### Placement density heat map, run 1

The die is cut into 19 by 21 equal tiles; white is low, dark blue is high, 0 to 100% covered.
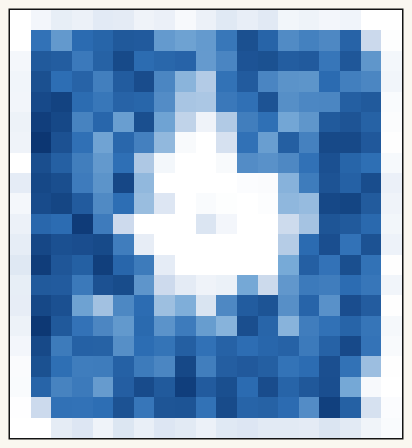
### Ports around the boundary, run 1

The bar under the picture is 50 µm long. Pins as bars across the die edge, other pins in gray.
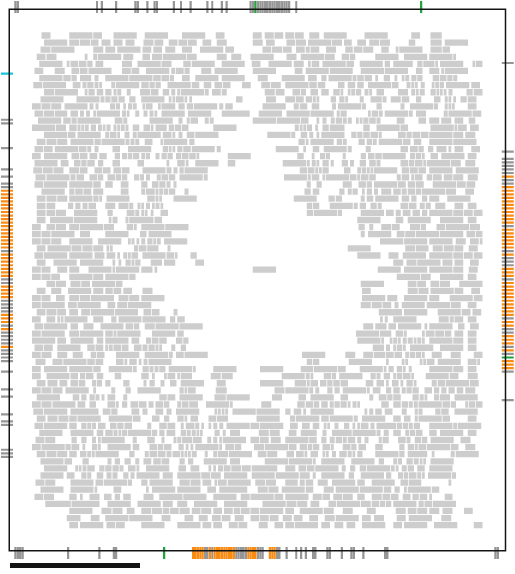
### Cell placement, run 1

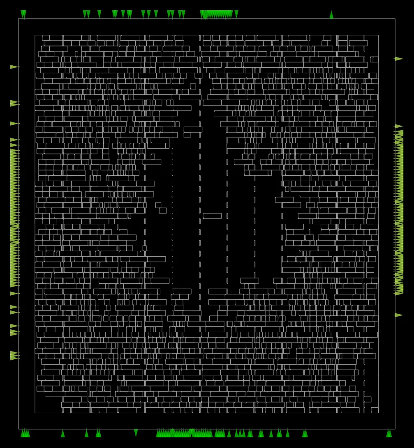
### Zoomed window, run 1

Region (132, 145) to (152, 165) µm. Cells in gray, sequential cells in the stronger gray; small squares are vias.
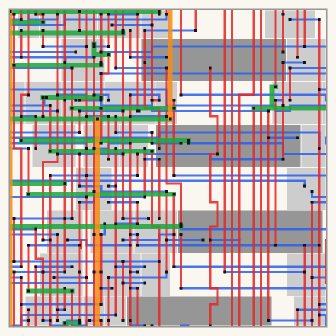
`src/rtl/pulse_sequencer.sv`:
```
// pulse_sequencer: bank of independent delayed one-shot pulse channels with retrigger and status strobes.
// Optional max-on fault limit is enabled by defining SEQ_MAX_ON_EN.
module pulse_sequencer #(
  parameter int unsigned      CHANNELS = 4,
  parameter int unsigned      WIDTH    = 24,
  parameter logic [WIDTH-1:0] MAX_ON   = WIDTH'(24'hFFFFFF)
) (
  input  logic                      clk,
  input  logic                      reset_n,
  input  logic [CHANNELS-1:0]       trigger,
  input  logic [CHANNELS-1:0]       retrig,
  input  logic [CHANNELS*WIDTH-1:0] delay,
  input  logic [CHANNELS*WIDTH-1:0] duration,
  input  logic [CHANNELS-1:0]       fault_clr,
  output logic [CHANNELS-1:0]       out,
  output logic [CHANNELS-1:0]       busy,
  output logic [CHANNELS-1:0]       done,
  output logic [CHANNELS-1:0]       overrun,
  output logic [CHANNELS-1:0]       fault
);

  typedef enum logic [1:0] {
    IDLE   = 2'd0,
    DELAY  = 2'd1,
    ACTIVE = 2'd2
  } state_t;

`ifndef SEQ_MAX_ON_EN
  logic unused_max_on;
  assign unused_max_on = ^{fault_clr, MAX_ON};
`endif

  for (genvar i = 0; i < CHANNELS; i++) begin : g_ch
    state_t           state;
    logic [WIDTH-1:0] cnt;
    logic [WIDTH-1:0] dly_q;
    logic [WIDTH-1:0] dur_q;
    logic [WIDTH-1:0] dly_in;
    logic [WIDTH-1:0] dur_in;
    logic             out_q;
    logic             busy_q;
    logic             done_q;
    logic             ovr_q;
    logic             fault_q;

    assign dly_in = delay[i*WIDTH +: WIDTH];
    assign dur_in = duration[i*WIDTH +: WIDTH];

`ifndef SEQ_MAX_ON_EN
    assign fault_q = 1'b0;
`endif

    // Per-channel sequencer; counter runs 0..delay in DELAY and 1..duration in ACTIVE.
    always_ff @(posedge clk or negedge reset_n) begin
      if (!reset_n) begin
        state  <= IDLE;
        cnt    <= '0;
        dly_q  <= '0;
        dur_q  <= '0;
        out_q  <= 1'b0;
        busy_q <= 1'b0;
        done_q <= 1'b0;
        ovr_q  <= 1'b0;
`ifdef SEQ_MAX_ON_EN
        fault_q <= 1'b0;
`endif
      end else begin
        done_q <= 1'b0;
        ovr_q  <= 1'b0;
`ifdef SEQ_MAX_ON_EN
        // Placed before the FSM so a coincident fault set takes priority.
        if (fault_clr[i]) fault_q <= 1'b0;
`endif
        case (state)
          IDLE: begin
            if (trigger[i]) begin
              if (fault_q) begin
                ovr_q <= 1'b1;
              end else begin
                dly_q  <= dly_in;
                dur_q  <= dur_in;
                cnt    <= '0;
                state  <= DELAY;
                busy_q <= 1'b1;
              end
            end
          end
          DELAY: begin
            if (trigger[i] && retrig[i]) begin
              dly_q <= dly_in;
              dur_q <= dur_in;
              cnt   <= '0;
            end else begin
              ovr_q <= trigger[i];
              if (cnt == dly_q) begin
                if (dur_q == '0) begin
                  state  <= IDLE;
                  busy_q <= 1'b0;
                  done_q <= 1'b1;
                end else begin
                  state <= ACTIVE;
                  out_q <= 1'b1;
                  cnt   <= WIDTH'(1);
                end
              end else begin
                cnt <= cnt + WIDTH'(1);
              end
            end
          end
          ACTIVE: begin
            if (trigger[i] && retrig[i]) begin
              dly_q <= dly_in;
              dur_q <= dur_in;
              cnt   <= '0;
              state <= DELAY;
              out_q <= 1'b0;
            end else begin
              ovr_q <= trigger[i];
              if (cnt == dur_q) begin
                state  <= IDLE;
                out_q  <= 1'b0;
                busy_q <= 1'b0;
                done_q <= 1'b1;
`ifdef SEQ_MAX_ON_EN
              end else if (cnt == MAX_ON) begin
                state   <= IDLE;
                out_q   <= 1'b0;
                busy_q  <= 1'b0;
                done_q  <= 1'b1;
                fault_q <= 1'b1;
`endif
              end else begin
                cnt <= cnt + WIDTH'(1);
              end
            end
          end
          default: begin
            state  <= IDLE;
            out_q  <= 1'b0;
            busy_q <= 1'b0;
          end
        endcase
      end
    end

    assign out[i]     = out_q;
    assign busy[i]    = busy_q;
    assign done[i]    = done_q;
    assign overrun[i] = ovr_q;
    assign fault[i]   = fault_q;
  end

endmodule

```
`config.mk`:
```
export PLATFORM = sky130hd
export DESIGN_NAME = pulse_sequencer
export DESIGN_NICKNAME = d
export VERILOG_FILES = /design/src/rtl/pulse_sequencer.sv
export SDC_FILE = /design/constraint.sdc
export NUM_CORES = 1
export LEC_CHECK = 0
export CAP_MARGIN = 15
export CORE_ASPECT_RATIO = 1.1
export CORE_MARGIN = 8
export CORE_UTILIZATION = 51
export DETAILED_ROUTE_END_ITERATION = 8
export GPL_TIMING_DRIVEN = 0
export PLACE_DENSITY = 0.83
export SYNTH_ARGS = -nofsm -noshare
export SYNTH_HDL_FRONTEND = slang
export SYNTH_SLANG_ARGS = --single-unit
```
`constraint.sdc`:
```
create_clock -name clk -period 3.2 [get_ports clk]
set_clock_uncertainty 0.05 [all_clocks]
set_input_delay 0.32 -clock clk [delete_from_list [all_inputs] [get_ports clk]]
set_output_delay 0.32 -clock clk [all_outputs]
set_load 0.005 [all_outputs]
```
==> summary.json, run 1 <==
{
  "yosys": {
    "synth.yosys.seq_area_share_pct": 46.2,
    "yosys-top-cells-count": "sky130_fd_sc_hd__dfrtp_1, sky130_fd_sc_hd__mux2_2, sky130_fd_sc_hd__xnor2_1",
    "yosys_cells": 1555,
    "synth_warnings": 0,
    "yosysChipArea_mm2": 0.0169,
    "async_reset_ff_share_pct": 100,
    "synthesis.area_mm2": 0.0169,
    "syn-instance-count": 1555,
    "post_synth_edffs": 0,
    "dominantRegCellSynth": "sky130_fd_sc_hd__dfrtp_1",
    "largest_area_cell": "sky130_fd_sc_hd__dfrtp_1",
    "synth_top_cell_by_count": "sky130_fd_sc_hd__dfrtp_1",
    "yosys_register_bits": 312
  },
  "floorplan": {
    "overall_die_height_um": 207,
    "row_count": 70,
    "core_region_area_mm2": 0.0329
  },
  "clock_tree": {
    "post_cts_resize_count": 0,
    "cts.sink_count": 312,
    "tritoncts": "built",
    "ctsLongestPathBuffers": 3,
    "clock_tree.root_cell": "sky130_fd_sc_hd__clkbuf_16"
  },
  "place": {
    "place_congestion": 0.934,
    "placement.io_buffers": 217
  },
  "drt": {
    "final_antenna_net_count": 0,
    "postRouteWirelength_mm": 46.8,
    "drtIter0Drc": 1080,
    "drt_pass1_iterations": 5,
    "via_count": 13500,
    "wire_per_inst_um": 20.6,
    "drc": 0,
    "post_dr_vias_cell": 5.95
  },
  "final_timing": {
    "maxSlewViolCount": 0,
    "finalClockPeriodUsage_pct": 93.7,
    "timing.hold.ws_ns": 0.301,
    "fmax_mhz": 334,
    "report.final.hold_viol_count": 0,
    "timing_worst_slew_pin_value_ns": 0.861
  },
  "worst_setup_path": {
    "crit_path_end": "g_ch[3].cnt[11]",
    "biggest_cell_delay_along_the_critical_path_ns": 0.67,
    "start_kind": "register",
    "worst_ep_required_time_ns": 3.61,
    "beginning_of_the_worst_register_to_register_path": "g_ch[3].cnt[6]",
    "timing_worst_setup_path_type": "register to register",
    "worst_setup_path_startpoint": "g_ch[3].cnt[6]",
    "regToRegSetupSlack_ns": 0.20,
    "critPathArrivalTime_ns": 3.41,
    "worst-path-buf-inv": 2
  },
  "power": {
    "switching_power_uw": 5900,
    "power_clock_uw": 4210,
    "p_leak_uw": 0.00870,
    "power.clock.fraction_pct": 24.5,
    "powerDensity_mw_per_mm2": 821,
    "irDropWorstVdd_uv": 570,
    "comb_cell_power_uw": 6240,
    "power_leader": "registers",
    "switching_share_pct": 34.4
  },
  "final_layout": {
    "num_antenna_cells": 0,
    "flow.area_growth_from_synthesis_pct": 23.7,
    "nNetsFinal": 2042
  },
  "global_route": {
    "grt_max_degree": 126,
    "vias_in_the_first_global_route": 14000,
    "grt-ovfl-total": 0
  },
  "status": {
    "status": "complete, no violations"
  },
  "run": {
    "openroad.warnings": 46,
    "max_cap_violations": 0
  },
  "worst_hold_path": {
    "hold_path_class": "primary input to async pin"
  }
}
About 'Placement density heat map':
nearly empty tiles: 11%
tiles over 75% full: 36%
fullest tile: 98%
mean over tiles: 52%

About 'Ports around the boundary':
legend:
  cyan:
    port: clk
    pins: 1
    direction: input
    edge: left
  green:
    port: done
    pins: 4
    direction: output
    edge: 2 top, 1 right, 1 bottom
  orange:
    port: duration
    pins: 96
    direction: input
    edge: 41 right, 33 left, 22 bottom

About 'Cell placement':
utilization after layout: 63.5%
flip-flop and latch share of the layout cell area: 37.3%

About 'Zoomed window':
legend:
  green:
    layer: metal 3
  red:
    layer: metal 2
  orange:
    layer: metal 4
  blue:
    layer: metal 1
cells with their middle in the window: 34
netlist names of flops here include: g_ch.cnt (4)
sequential cells in the window: 4
most frequent: o31ai_1 (7), xnor2_1 (6), dfrtp_1 (4)

==> run 1: timing repair <==
action,in CTS,in global routing
setup buffers,0,0
hold buffers,1,0
hold endpoints to repair,75,0
==> run 1: metal layers <==
metal  vias to the layer above  GRT usage (%)  routed length, µm
met5                         -              0                  0
li1                       6121              -                  -
met3                       102           4.30               3230
met2                       622           41.0              23100
met1                      6676           30.2              19200
met4                         0           8.10               1330
==> run 1: sequential cells by signal, indices dropped and copies added, names as in the netlist <==
| signal | flops |
|---|---|
| g_ch.dur_q | 96 |
| g_ch.out_q | 4 |
| g_ch.busy_q | 4 |
| g_ch.state | 8 |
| g_ch.dly_q | 96 |
| g_ch.ovr_q | 4 |
| g_ch.cnt | 96 |
| g_ch.done_q | 4 |
==> run 1: cell families after synthesis <==
group                    count (synthesis)  synth area share [%]
XOR/XNOR                               192                  9.95
other                                    1                0.0222
multiplexers                           196                  13.1
adder cells (fa/ha/maj)                 20                  1.48
flip-flops                             312                  46.2
AND/OR/NAND/NOR                        414                  13.5
AND-OR/OR-AND                          267                  11.4
buffers and inverters                  153                  4.43
==> run 1: through the flow <==
stage	cells	instance area, µm²	setup TNS [ns]	setup slack (ns)	power, µW
2_1_floorplan	1558	16900	0	0.890	11000
3_3_place_gp	2207	19600	-3591.80	-11.55	12600
3_5_place_dp	2209	19700	0	0.280	12900
4_1_cts	2272	20900	0	0.318	17200
5_1_grt	2273	20900	0	0.0407	18100
6_report	2273	20900	0	0.202	17200
==> run 1: cell type report <==
class                      instances  area (µm²)
fill                            2591       12000
timing repair buffer             221        2250
clock buffer                      48        1020
inverter                          38         143
multi-input combinational       1093        8360
sequential                       312        7810
clock inverter                    14         181
buffer                           115         607
tap                              432         541
--- run 2 (diff from run 1) ---
--- a/config.mk
+++ b/config.mk
@@ -5,6 +5,7 @@
 export SDC_FILE = /design/constraint.sdc
 export NUM_CORES = 1
 export LEC_CHECK = 0
+export ABC_CLOCK_PERIOD_IN_PS = 3200
 export CAP_MARGIN = 15
 export CORE_ASPECT_RATIO = 1.1
 export CORE_MARGIN = 8
### Cell sizes after repair, run 2

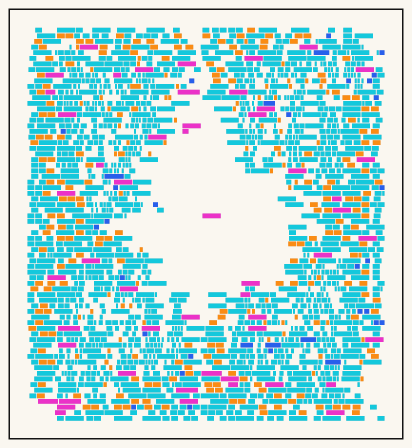
legend:
  cyan:
    size: _0 and _1 cells
    cells: 1477
  blue:
    size: _3 and _4 cells
    cells: 34
  orange:
    size: _2 cells
    cells: 278
  magenta:
    size: _6 and larger
    cells: 52

==> summary.json, run 2 <==
{
  "status": {
    "status": {"value": "complete, no violations", "change": "unchanged"}
  },
  "power": {
    "power_clock": {"value": 4210, "unit": "µW", "change": "about the same"},
    "switching_share": {"value": 34.4, "unit": "%", "change": "unchanged"},
    "power.clock.fraction": {"value": 24.5, "unit": "%", "change": "about the same"},
    "switching_power": {"value": 5900, "unit": "µW", "change": "unchanged"},
    "comb_cell_power": {"value": 6240, "unit": "µW", "change": "about the same"},
    "tot_pwr": {"value": 17200, "unit": "µW", "change": "unchanged"},
    "p_leak": {"value": 0.00870, "unit": "µW", "change": "unchanged"},
    "power_leader": {"value": "registers", "change": "unchanged"},
    "irDropWorstVdd": {"value": 570, "unit": "µV", "change": "unchanged"},
    "powerDensity": {"value": 821, "unit": "mW/mm²", "change": "unchanged"}
  },
  "yosys": {
    "syn-instance-count": {"value": 1555, "change": "unchanged"},
    "yosysChipArea": {"value": 0.0169, "unit": "mm²", "change": "unchanged"},
    "yosys_register_bits": {"value": 312, "change": "unchanged"},
    "post_synth_edffs": {"value": 0, "change": "unchanged"},
    "synthesis.area": {"value": 0.0169, "unit": "mm²", "change": "unchanged"},
    "dominantRegCellSynth": {"value": "sky130_fd_sc_hd__dfrtp_1", "change": "unchanged"},
    "async_reset_ff_share": {"value": 100, "unit": "%", "change": "unchanged"},
    "post_synth_num_cell_types": {"value": 71, "change": "unchanged"},
    "yosys_cells": {"value": 1555, "change": "unchanged"},
    "synth_top_cell_by_count": {"value": "sky130_fd_sc_hd__dfrtp_1", "change": "unchanged"},
    "yosys-top-cells-count": {"value": "sky130_fd_sc_hd__dfrtp_1, sky130_fd_sc_hd__mux2_2, sky130_fd_sc_hd__xnor2_1", "change": "unchanged"},
    "synth.yosys.seq_area_share": {"value": 46.2, "unit": "%", "change": "unchanged"},
    "largest_area_cell": {"value": "sky130_fd_sc_hd__dfrtp_1", "change": "unchanged"}
  },
  "clock_tree": {
    "post_cts_resize_count": {"value": 0, "change": "unchanged"},
    "postCtsSetupBuffers": {"value": 0, "change": "unchanged"},
    "cts.sink_count": {"value": 312, "change": "unchanged"},
    "ctsLongestPathBuffers": {"value": 3, "change": "unchanged"},
    "clock_tree.root_cell": {"value": "sky130_fd_sc_hd__clkbuf_16", "change": "unchanged"},
    "tritoncts": {"value": "built", "change": "unchanged"}
  },
  "final_timing": {
    "timing.hold.ws": {"value": 0.301, "unit": "ns", "change": "unchanged"},
    "maxSlewViolCount": {"value": 0, "change": "unchanged"},
    "fmax": {"value": 334, "unit": "MHz", "change": "unchanged"},
    "report.final.hold_viol_count": {"value": 0, "change": "unchanged"},
    "finalClockPeriodUsage": {"value": 93.7, "unit": "%", "change": "unchanged"},
    "finalSetupTns": {"value": 0, "unit": "ns", "change": "unchanged"},
    "timing_worst_slew_pin_value": {"value": 0.861, "unit": "ns", "change": "unchanged"},
    "post-route-worst-setup-slack": {"value": 0.202, "unit": "ns", "change": "unchanged"}
  },
  "run": {
    "openroad.warnings": {"value": 46, "change": "unchanged"},
    "max_cap_violations": {"value": 0, "change": "unchanged"}
  },
  "drt": {
    "wire_per_inst": {"value": 20.6, "unit": "µm", "change": "unchanged"},
    "detail_route.wirelength.met1": {"value": 19.2, "unit": "mm", "change": "unchanged"},
    "via_count": {"value": 13500, "change": "unchanged"},
    "final_antenna_net_count": {"value": 0, "change": "unchanged"},
    "top_layer": {"value": "met4", "change": "unchanged"},
    "wl_met2": {"value": 23.1, "unit": "mm", "change": "unchanged"},
    "postRouteWirelength": {"value": 46.8, "unit": "mm", "change": "unchanged"},
    "drc": {"value": 0, "change": "unchanged"},
    "drtIter0Drc": {"value": 1080, "change": "unchanged"},
    "drt_pass1_iterations": {"value": 5, "change": "unchanged"},
    "post_dr_vias_cell": {"value": 5.95, "change": "unchanged"},
    "wl_met3": {"value": 3.23, "unit": "mm", "change": "unchanged"}
  },
  "worst_setup_path": {
    "worst_ep_required_time": {"value": 3.61, "unit": "ns", "change": "about the same"},
    "beginning_of_the_worst_register_to_register_path": {"value": "g_ch[3].cnt[6]", "change": "unchanged"},
    "worst_setup_path_startpoint": {"value": "g_ch[3].cnt[6]", "change": "unchanged"},
    "start_kind": {"value": "register", "change": "unchanged"},
    "critPathArrivalTime": {"value": 3.41, "unit": "ns", "change": "about the same"},
    "timing_worst_setup_path_type": {"value": "register to register", "change": "unchanged"}
  },
  "global_route": {
    "grt-ovfl-total": {"value": 0, "change": "unchanged"},
    "grt_util_met3": {"value": 4.30, "unit": "%", "change": "unchanged"},
    "antenna_found_initial": {"value": 0, "change": "unchanged"},
    "gr-usage-met2": {"value": 41.0, "unit": "%", "change": "unchanged"},
    "grt-busiest-layer": {"value": "met2", "change": "unchanged"},
    "grt_max_degree": {"value": 126, "change": "unchanged"},
    "grt_util_met1": {"value": 30.2, "unit": "%", "change": "unchanged"}
  },
  "floorplan": {
    "row_count": {"value": 70, "change": "unchanged"},
    "core_region_area": {"value": 0.0329, "unit": "mm²", "change": "unchanged"},
    "overall_die_height": {"value": 207, "unit": "µm", "change": "unchanged"}
  },
  "place": {
    "pre_cts_slack": {"value": 0.280, "unit": "ns", "change": "unchanged"},
    "place_congestion": {"value": 0.934, "change": "unchanged"},
    "placement.io_buffers": {"value": 217, "change": "unchanged"},
    "placed_area": {"value": 0.0197, "unit": "mm²", "change": "unchanged"},
    "dp_cells": {"value": 2209, "change": "unchanged"}
  },
  "worst_hold_path": {
    "hold_path_class": {"value": "primary input to async pin", "change": "unchanged"}
  },
  "final_layout": {
    "n_fill_cell": {"value": 2591, "change": "unchanged"},
    "nNetsFinal": {"value": 2042, "change": "unchanged"},
    "fin_cells": {"value": 2273, "change": "unchanged"},
    "design_area": {"value": 0.0209, "unit": "mm²", "change": "unchanged"},
    "num_antenna_cells": {"value": 0, "change": "unchanged"},
    "flow.area_growth_from_synthesis": {"value": 23.7, "unit": "%", "change": "unchanged"},
    "finalCoreUtilization": {"value": 63.5, "unit": "%", "change": "unchanged"}
  }
}
run 2: cell counts after synthesis:
No cell type changed its count.
run 2: layout make-up:
cell class	count	area [µm²]	share of cell area, %
well taps	432	541	2.59
flip-flops and latches	312	7810	37.3
multi-input cells	1093	8360	40.0
clock inverters	14	181	0.868
repair buffers	221	2250	10.8
inverters	38	143	0.682
plain buffers	115	607	2.90
clock buffers	48	1020	4.87
run 2: final timing paths:
check | end | slack (ns) | cells past startpoint
max | g_ch[3].cnt[11] | 0.20 | 9
min | g_ch[3].cnt[10] | 0.30 | 2
max reg2reg | g_ch[3].cnt[11] | 0.20 | 9
min reg2reg | g_ch[2].out_q | 0.45 | 1
max in group asynchronous | g_ch[0].out_q | 1.29 | 4
min in group clk | g_ch[3].dly_q[21] | 0.36 | 2
run 2: critical path, cell delays in order (launching register included):
cell                       delay [ns]
sky130_fd_sc_hd__dfrtp_1         0.32
sky130_fd_sc_hd__clkbuf_1        0.33
sky130_fd_sc_hd__xnor2_1         0.20
sky130_fd_sc_hd__nand4_1         0.16
sky130_fd_sc_hd__nor4_1          0.67
sky130_fd_sc_hd__a41o_1          0.27
sky130_fd_sc_hd__a41o_1          0.11
sky130_fd_sc_hd__clkbuf_1        0.44
sky130_fd_sc_hd__o21bai_1        0.21
sky130_fd_sc_hd__a22o_1          0.17
run 2: repair_timing:
action,in CTS,in global routing
endpoints found under the setup margin,0,0
hold endpoints to repair,75,0
hold buffers,1,0
run 2: kinds of logic (layout without fill, tap and decap cells):
kind of cell,after synthesis,count (layout),share of synthesized area (%)
buffers and inverters,153,436,4.43
muxes,196,196,13.1
adders and majority gates,20,20,1.48
AOI/OAI and AO/OA,267,267,11.4
DFF,312,312,46.2
other,1,4,0.0222
xor gates and xnor gates,192,192,9.95
and+or+nand+nor,414,414,13.5
Power figures rest on the tool's default switching activity, not on a simulated workload.
